<file path="src/rtl/pmcc_code_loader_pkg.sv">
// Shared types and constants for the PMC code loader.
// The RD/WAIT_R states are only reached when PMCC_CODE_LOADER_VERIFY_EN is defined.
package pmcc_code_loader_pkg;

    typedef enum logic [2:0] {
        ST_IDLE   = 3'd0,
        ST_FETCH  = 3'd1,
        ST_WRITE  = 3'd2,
        ST_WAIT_W = 3'd3,
        ST_RD     = 3'd4,
        ST_WAIT_R = 3'd5,
        ST_DONE   = 3'd6
    } pmcc_loader_state_t;

    localparam logic [31:0] PMCC_WORD_BYTES = 32'd4;
    localparam logic [3:0]  PMCC_FULL_BE    = 4'hF;

endpackage

</file>
<file path="src/rtl/ibex_data_bus.sv">
// Ibex-style data bus: req/gnt address phase, rvalid response phase.
interface ibex_data_bus;
    logic        req;
    logic        gnt;
    logic        rvalid;
    logic        we;
    logic [3:0]  be;
    logic [31:0] addr;
    logic [31:0] wdata;
    logic [6:0]  wdata_intg;
    logic [31:0] rdata;
    logic [6:0]  rdata_intg;
    logic        err;

    modport master (
        output req, we, be, addr, wdata, wdata_intg,
        input  gnt, rvalid, rdata, rdata_intg, err
    );

    modport slave (
        input  req, we, be, addr, wdata, wdata_intg,
        output gnt, rvalid, rdata, rdata_intg, err
    );
endinterface

</file>
<file path="src/rtl/pmcc_code_loader.sv">
// Bus initiator that copies a valid/ready word stream into consecutive code RAM words.
// Define PMCC_CODE_LOADER_VERIFY_EN to read back and compare each word after writing it.
module pmcc_code_loader
    import pmcc_code_loader_pkg::*;
#(
    parameter int CNT_W = 9
) (
    input  logic             clk,
    input  logic             rst_n,
    input  logic             start,
    input  logic [31:0]      base_addr,
    input  logic [CNT_W-1:0] word_count,
    input  logic [31:0]      in_data,
    input  logic             in_valid,
    output logic             in_ready,
    output logic             busy,
    output logic             done,
    output logic             error,
    output logic [CNT_W-1:0] words_written,
    ibex_data_bus.master     data_bus
);

    pmcc_loader_state_t r_state;
    logic [31:0]        r_addr;      // address of the next word to write
    logic [31:0]        r_bus_addr;  // address currently presented on the bus
    logic [31:0]        r_word;
    logic [CNT_W-1:0]   r_count;
    logic [CNT_W-1:0]   r_words;
    logic               r_in_ready;
    logic               r_busy;
    logic               r_done;
    logic               r_error;
    logic               r_req;
    logic               r_we;
    logic [3:0]         r_be;

    logic [CNT_W-1:0]   w_words_inc;
    logic               w_last_write;

    assign w_words_inc  = r_words + 1'b1;
    assign w_last_write = (w_words_inc == r_count);

    always_ff @(posedge clk or negedge rst_n) begin
        if (!rst_n) begin
            r_state    <= ST_IDLE;
            r_addr     <= '0;
            r_bus_addr <= '0;
            r_word     <= '0;
            r_count    <= '0;
            r_words    <= '0;
            r_in_ready <= 1'b0;
            r_busy     <= 1'b0;
            r_done     <= 1'b0;
            r_error    <= 1'b0;
            r_req      <= 1'b0;
            r_we       <= 1'b0;
            r_be       <= '0;
        end else begin
            r_done <= 1'b0;
            case (r_state)
                ST_IDLE: begin
                    if (start) begin
                        r_addr  <= base_addr & ~32'd3;
                        r_count <= word_count;
                        r_words <= '0;
                        r_error <= 1'b0;
                        r_busy  <= 1'b1;
                        if (word_count == '0) begin
                            r_state <= ST_DONE;
                            r_done  <= 1'b1;
                        end else begin
                            r_state    <= ST_FETCH;
                            r_in_ready <= 1'b1;
                        end
                    end
                end
                ST_FETCH: begin
                    if (in_valid && r_in_ready) begin
                        r_word     <= in_data;
                        r_in_ready <= 1'b0;
                        r_bus_addr <= r_addr;
                        r_req      <= 1'b1;
                        r_we       <= 1'b1;
                        r_be       <= PMCC_FULL_BE;
                        r_state    <= ST_WRITE;
                    end
                end
                ST_WRITE: begin
                    if (data_bus.gnt) begin
                        r_req   <= 1'b0;
                        r_state <= ST_WAIT_W;
                    end
                end
                ST_WAIT_W: begin
                    if (data_bus.rvalid) begin
                        if (data_bus.err) begin
                            r_error <= 1'b1;
                            r_done  <= 1'b1;
                            r_state <= ST_DONE;
                        end else begin
                            r_words <= w_words_inc;
                            r_addr  <= r_addr + PMCC_WORD_BYTES;
`ifdef PMCC_CODE_LOADER_VERIFY_EN
                            // r_bus_addr still holds the word just written
                            r_req   <= 1'b1;
                            r_we    <= 1'b0;
                            r_state <= ST_RD;
`else
                            if (w_last_write) begin
                                r_done  <= 1'b1;
                                r_state <= ST_DONE;
                            end else begin
                                r_in_ready <= 1'b1;
                                r_state    <= ST_FETCH;
                            end
`endif
                        end
                    end
                end
`ifdef PMCC_CODE_LOADER_VERIFY_EN
                ST_RD: begin
                    if (data_bus.gnt) begin
                        r_req   <= 1'b0;
                        r_state <= ST_WAIT_R;
                    end
                end
                ST_WAIT_R: begin
                    if (data_bus.rvalid) begin
                        if (data_bus.err || (data_bus.rdata != r_word)) begin
                            r_error <= 1'b1;
                            r_done  <= 1'b1;
                            r_state <= ST_DONE;
                        end else if (r_words == r_count) begin
                            r_done  <= 1'b1;
                            r_state <= ST_DONE;
                        end else begin
                            r_in_ready <= 1'b1;
                            r_state    <= ST_FETCH;
                        end
                    end
                end
`endif
                ST_DONE: begin
                    r_busy  <= 1'b0;
                    r_state <= ST_IDLE;
                end
                default: r_state <= ST_IDLE;
            endcase
        end
    end

    assign in_ready      = r_in_ready;
    assign busy          = r_busy;
    assign done          = r_done;
    assign error         = r_error;
    assign words_written = r_words;

    assign data_bus.req        = r_req;
    assign data_bus.we         = r_we;
    assign data_bus.be         = r_be;
    assign data_bus.addr       = r_bus_addr;
    assign data_bus.wdata      = r_word;
    assign data_bus.wdata_intg = '0;

endmodule

</file>
<file path="src/flat_wrapper.sv">
// flat-port wrapper written by rule: the top's interface ports become plain ports
module pmcc_code_loader_flat import pmcc_code_loader_pkg::*;
#(
    parameter int CNT_W = 9
)
  (clk, rst_n, start, base_addr, word_count, in_data, in_valid, in_ready, busy, done, error, words_written, data_bus_req, data_bus_we, data_bus_be, data_bus_addr, data_bus_wdata, data_bus_wdata_intg, data_bus_gnt, data_bus_rvalid, data_bus_rdata, data_bus_rdata_intg, data_bus_err);
  ibex_data_bus data_bus_i ();
  input  logic clk;
  input  logic rst_n;
  input  logic start;
  input  logic [31:0] base_addr;
  input  logic [CNT_W-1:0] word_count;
  input  logic [31:0] in_data;
  input  logic in_valid;
  output logic in_ready;
  output logic busy;
  output logic done;
  output logic error;
  output logic [CNT_W-1:0] words_written;
  output wire logic [$bits(data_bus_i.req)-1:0] data_bus_req;
  output wire logic [$bits(data_bus_i.we)-1:0] data_bus_we;
  output wire logic [$bits(data_bus_i.be)-1:0] data_bus_be;
  output wire logic [$bits(data_bus_i.addr)-1:0] data_bus_addr;
  output wire logic [$bits(data_bus_i.wdata)-1:0] data_bus_wdata;
  output wire logic [$bits(data_bus_i.wdata_intg)-1:0] data_bus_wdata_intg;
  input wire logic [$bits(data_bus_i.gnt)-1:0] data_bus_gnt;
  input wire logic [$bits(data_bus_i.rvalid)-1:0] data_bus_rvalid;
  input wire logic [$bits(data_bus_i.rdata)-1:0] data_bus_rdata;
  input wire logic [$bits(data_bus_i.rdata_intg)-1:0] data_bus_rdata_intg;
  input wire logic [$bits(data_bus_i.err)-1:0] data_bus_err;
  assign data_bus_req = data_bus_i.req;
  assign data_bus_we = data_bus_i.we;
  assign data_bus_be = data_bus_i.be;
  assign data_bus_addr = data_bus_i.addr;
  assign data_bus_wdata = data_bus_i.wdata;
  assign data_bus_wdata_intg = data_bus_i.wdata_intg;
  assign data_bus_i.gnt = data_bus_gnt;
  assign data_bus_i.rvalid = data_bus_rvalid;
  assign data_bus_i.rdata = data_bus_rdata;
  assign data_bus_i.rdata_intg = data_bus_rdata_intg;
  assign data_bus_i.err = data_bus_err;
  pmcc_code_loader #(.CNT_W(CNT_W)) u_core (.clk(clk), .rst_n(rst_n), .start(start), .base_addr(base_addr), .word_count(word_count), .in_data(in_data), .in_valid(in_valid), .in_ready(in_ready), .busy(busy), .done(done), .error(error), .words_written(words_written), .data_bus(data_bus_i));
endmodule
</file>
<file path="config.mk">
export PLATFORM = sky130hd
export DESIGN_NAME = pmcc_code_loader_flat
export DESIGN_NICKNAME = d
export VERILOG_FILES = /design/src/rtl/pmcc_code_loader_pkg.sv /design/src/rtl/ibex_data_bus.sv /design/src/rtl/pmcc_code_loader.sv /design/src/flat_wrapper.sv
export SDC_FILE = /design/constraint.sdc
export NUM_CORES = 1
export LEC_CHECK = 0
export CAP_MARGIN = 30
export CELL_PAD_IN_SITES_DETAIL_PLACEMENT = 1
export CELL_PAD_IN_SITES_GLOBAL_PLACEMENT = 1
export CORE_ASPECT_RATIO = 0.8
export CORE_MARGIN = 4
export CORE_UTILIZATION = 34
export CTS_CLUSTER_SIZE = 16
export DETAILED_ROUTE_END_ITERATION = 6
export PLACE_DENSITY = 0.84
export SLEW_MARGIN = 30
export SYNTH_ARGS = -nofsm -noshare
export SYNTH_HDL_FRONTEND = slang
export SYNTH_SLANG_ARGS = --single-unit
export TNS_END_PERCENT = 100
</file>
<file path="constraint.sdc">
create_clock -name clk -period 2.7 [get_ports clk]
set_input_delay 0.54 -clock clk [delete_from_list [all_inputs] [get_ports clk]]
set_output_delay 0.54 -clock clk [all_outputs]
set_load 0.05 [all_outputs]
</file>
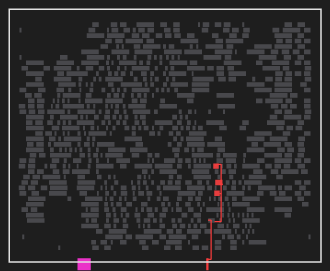
run_1/io_fan.png
Scale: 2 px per µm.
[`in_valid`] red | bits: 1 | direction: input | end cells: 3 | buffers: 1 | wire: 61.6 µm
[`data_bus_rdata_intg`] magenta | bits: 7 | direction: input | end cells: 0 | buffers: 0

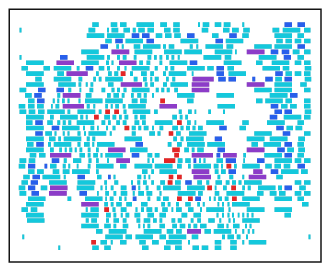
run_1/sizes.png
Scale: 2 px per µm.
[_0 and _1 cells] cyan | cells: 627 | share: 84% | most used: clkdlybuf4s50_1
[_3 and _4 cells] red | cells: 22 | share: 2.9% | most used: buf_4
[_6 and larger] purple | cells: 27 | share: 3.6% | most used: clkbuf_16
[_2 cells] blue | cells: 70 | share: 9.4% | most used: mux2_2

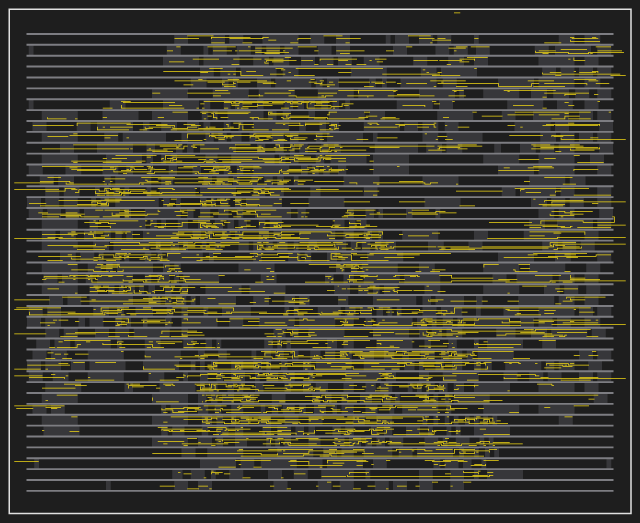
run_1/layer_met1.png
Scale: 4 px per µm. Supply wires on this layer in grey. Cells faint in the background.
main direction: horizontal
share of all routed wire: 44%
longest straight run: 43.2 µm
wire length on this layer: 8510 µm
nets with wire on the layer: 733

==> run summary, run 1 <==
run results: level count of the clock H-tree 4, worst stage delay on the critical path 0.66 ns, Power Dens Cells 1360 mW/mm², vias in the first global route 5821, count of placed standard cells in the final layout, fillers left out 966, Setup Buffers After CTS 0, final layout net count 855, critical path startpoint u_core.words_written[0], result of the run finished, final reports clean, net switching component of the power 4970 µW, fraction of final layout cells with drive strength greater than 1 16.0%, post-DR vias/cell 5.46, power drawn by the sequential cells 3330 µW, n_diodes 0, Slew headroom 50.8%, startpoint of the worst-slack reg-to-reg timing path u_core.words_written[0], clock skew after layout 0.0107 ns, Layout area overhead 42.7%, total of cells resized after clock tree synthesis 0, worst reg2reg path endpoint u_core.done, half-perimeter wire length after detailed placement 14.0 mm, count of flip-flops with a built-in enable after synthesis 0, reported clock group power 2510 µW, Yosys chip area 0.00588 mm², wire length of the first global-routing pass 30.8 mm, Post-synth top flop sky130_fd_sc_hd__dfrtp_1, Comb group 5590 µW, relative contribution of combinational cells to total power 48.9%, ratio of final minimum period to clock period 91.6%, final-layout clock-cell area share 7.75%, height of the chip 126 µm, register share of the cell area 35.5%, most frequently placed logic cells in the final layout 157 x sky130_fd_sc_hd__clkdlybuf4s50_1, 119 x sky130_fd_sc_hd__dfrtp_1, 64 x sky130_fd_sc_hd__nand2_1, 60 x sky130_fd_sc_hd__mux2_2, 52 x sky130_fd_sc_hd__a21oi_1, total wire length after detailed routing 19.3 mm, Top Consumer combinational logic, Inserted Clock Buffers 17
## run 1: through the flow
stage | total power [µW] | hold slack, ns | worst slack [ns] | setup TNS (ns)
after floorplan | 6880 | 0.244 | 0.281 | 0
after detailed placement | 8910 | 0.475 | -0.104 | -0.166
after global routing | 12000 | 0.0747 | 0.182 | 0
final | 11400 | 0.0646 | 0.227 | 0
after CTS | 11500 | 0.0605 | 0.244 | 0
after global placement | 8650 | 0.467 | -0.0760 | -0.0760
## run 1: per-layer routing
metal  part of all wire (%)  global-route usage, %  vias up  routed length, µm
met2                     47                   32.5      168               9140
met3                    6.2                   4.80       26               1190
li1                       -                      -     2411                  -
met5                      0                      0        -                  0
met1                     44                   25.4     2669               8510
met4                    2.2                   7.48        0                415
## Run 2: what changed since run 1
--- a/config.mk
+++ b/config.mk
@@ -5,7 +5,6 @@
 export SDC_FILE = /design/constraint.sdc
 export NUM_CORES = 1
 export LEC_CHECK = 0
-export CAP_MARGIN = 30
 export CELL_PAD_IN_SITES_DETAIL_PLACEMENT = 1
 export CELL_PAD_IN_SITES_GLOBAL_PLACEMENT = 1
 export CORE_ASPECT_RATIO = 0.8
@@ -18,4 +17,4 @@
 export SYNTH_ARGS = -nofsm -noshare
 export SYNTH_HDL_FRONTEND = slang
 export SYNTH_SLANG_ARGS = --single-unit
-export TNS_END_PERCENT = 100
+export TNS_END_PERCENT = 1
==> run 2 against run 1 <==
  * Power unchanged
  * Core utilization unchanged
  * Fmax unchanged
  * Highest routed layer unchanged
==> run summary, run 2 <==
run results: total of cells resized after clock tree synthesis 0 (unchanged), clock skew after layout 0.0107 ns (unchanged), post-placement setup slack -0.104 ns (unchanged), final layout net count 855 (unchanged), startpoint of the worst-slack reg-to-reg timing path u_core.words_written[0], most frequently placed logic cells in the final layout 157 x sky130_fd_sc_hd__clkdlybuf4s50_1, 119 x sky130_fd_sc_hd__dfrtp_1, 64 x sky130_fd_sc_hd__nand2_1, 60 x sky130_fd_sc_hd__mux2_2, 52 x sky130_fd_sc_hd__a21oi_1, topmost layer with routed signal wires met4, met2 track demand over resource 32.5% (unchanged), total power 11400 µW (unchanged), Met1 Routed Length 8.51 mm (unchanged), Inserted Clock Buffers 17 (unchanged), metal3 WL 1.19 mm (unchanged), remaining routing DRC violations 0, fraction of final layout cells with drive strength greater than 1 16.0% (unchanged), Setup Buffers After CTS 0 (unchanged), core outline area 0.0168 mm², worst stage delay on the critical path 0.66 ns (about the same), count of placed standard cells in the final layout, fillers left out 966 (unchanged), Power Dens Cells 1360 mW/mm² (unchanged), n_diodes 0 (unchanged), WP depth 6, level count of the clock H-tree 4 (unchanged), half-perimeter wire length after detailed placement 14.0 mm (unchanged), Post-synth top flop sky130_fd_sc_hd__dfrtp_1, Slew headroom 50.8% (unchanged), fraction of met3 tracks used by global routing 4.80% (unchanged), total wire length after detailed routing 19.3 mm (unchanged), final worst slack 0.227 ns (unchanged), hold slack 0.0646 ns (unchanged), initial antenna violation count 0, wire length of the first global-routing pass 30.8 mm (unchanged), critical path startpoint u_core.words_written[0], Port Buffers 158, count of flip-flops with a built-in enable after synthesis 0 (unchanged), busiest grt layer met2, height of the chip 126 µm (unchanged), GR Layer Usage met1 25.4% (unchanged), ratio of final minimum period to clock period 91.6% (unchanged), result of the run finished, final reports clean, total negative slack 0 ns (unchanged), Yosys chip area 0.00588 mm² (unchanged)
run 2: cell counts after synthesis:
No cell type changed its count.
run 2: power by group:
| group | switching (µW) | internal (µW) |
|---|---|---|
| sequential | 733 | 2600 |
| combinational | 3460 | 2130 |
| clock | 773 | 1740 |
| total | 4970 | 6470 |
run 2: final cells by class:
class	instances	area [µm²]
fillers	1823	8370
inverters	8	30.0
well taps	220	275
repair buffers	180	1780
flip-flops and latches	119	2980
multi-input cells	408	2680
clock buffers	21	450
clock inverters	10	200
run 2: cells by family after synthesis:
logic type,Yosys count
simple gates,172
buf+inv,59
flops,119
xor+xnor,10
other cells,1
fa+ha+maj,2
compound gates,153
mux,62
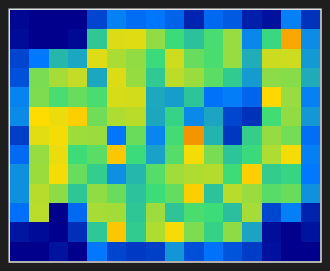
run_2/cell_density.png
Scale: 2 px per µm. 16 x 13 tiles, from dark blue (low) to red (high), 0 to 100% covered.
densest ninth of the die: middle left
fullest tile: 83%
nearly empty tiles: 7.2%
mean over tiles: 42%
tiles over 75% full: 3.8%

No activity file was given, so power comes from the tool's default toggle rates.
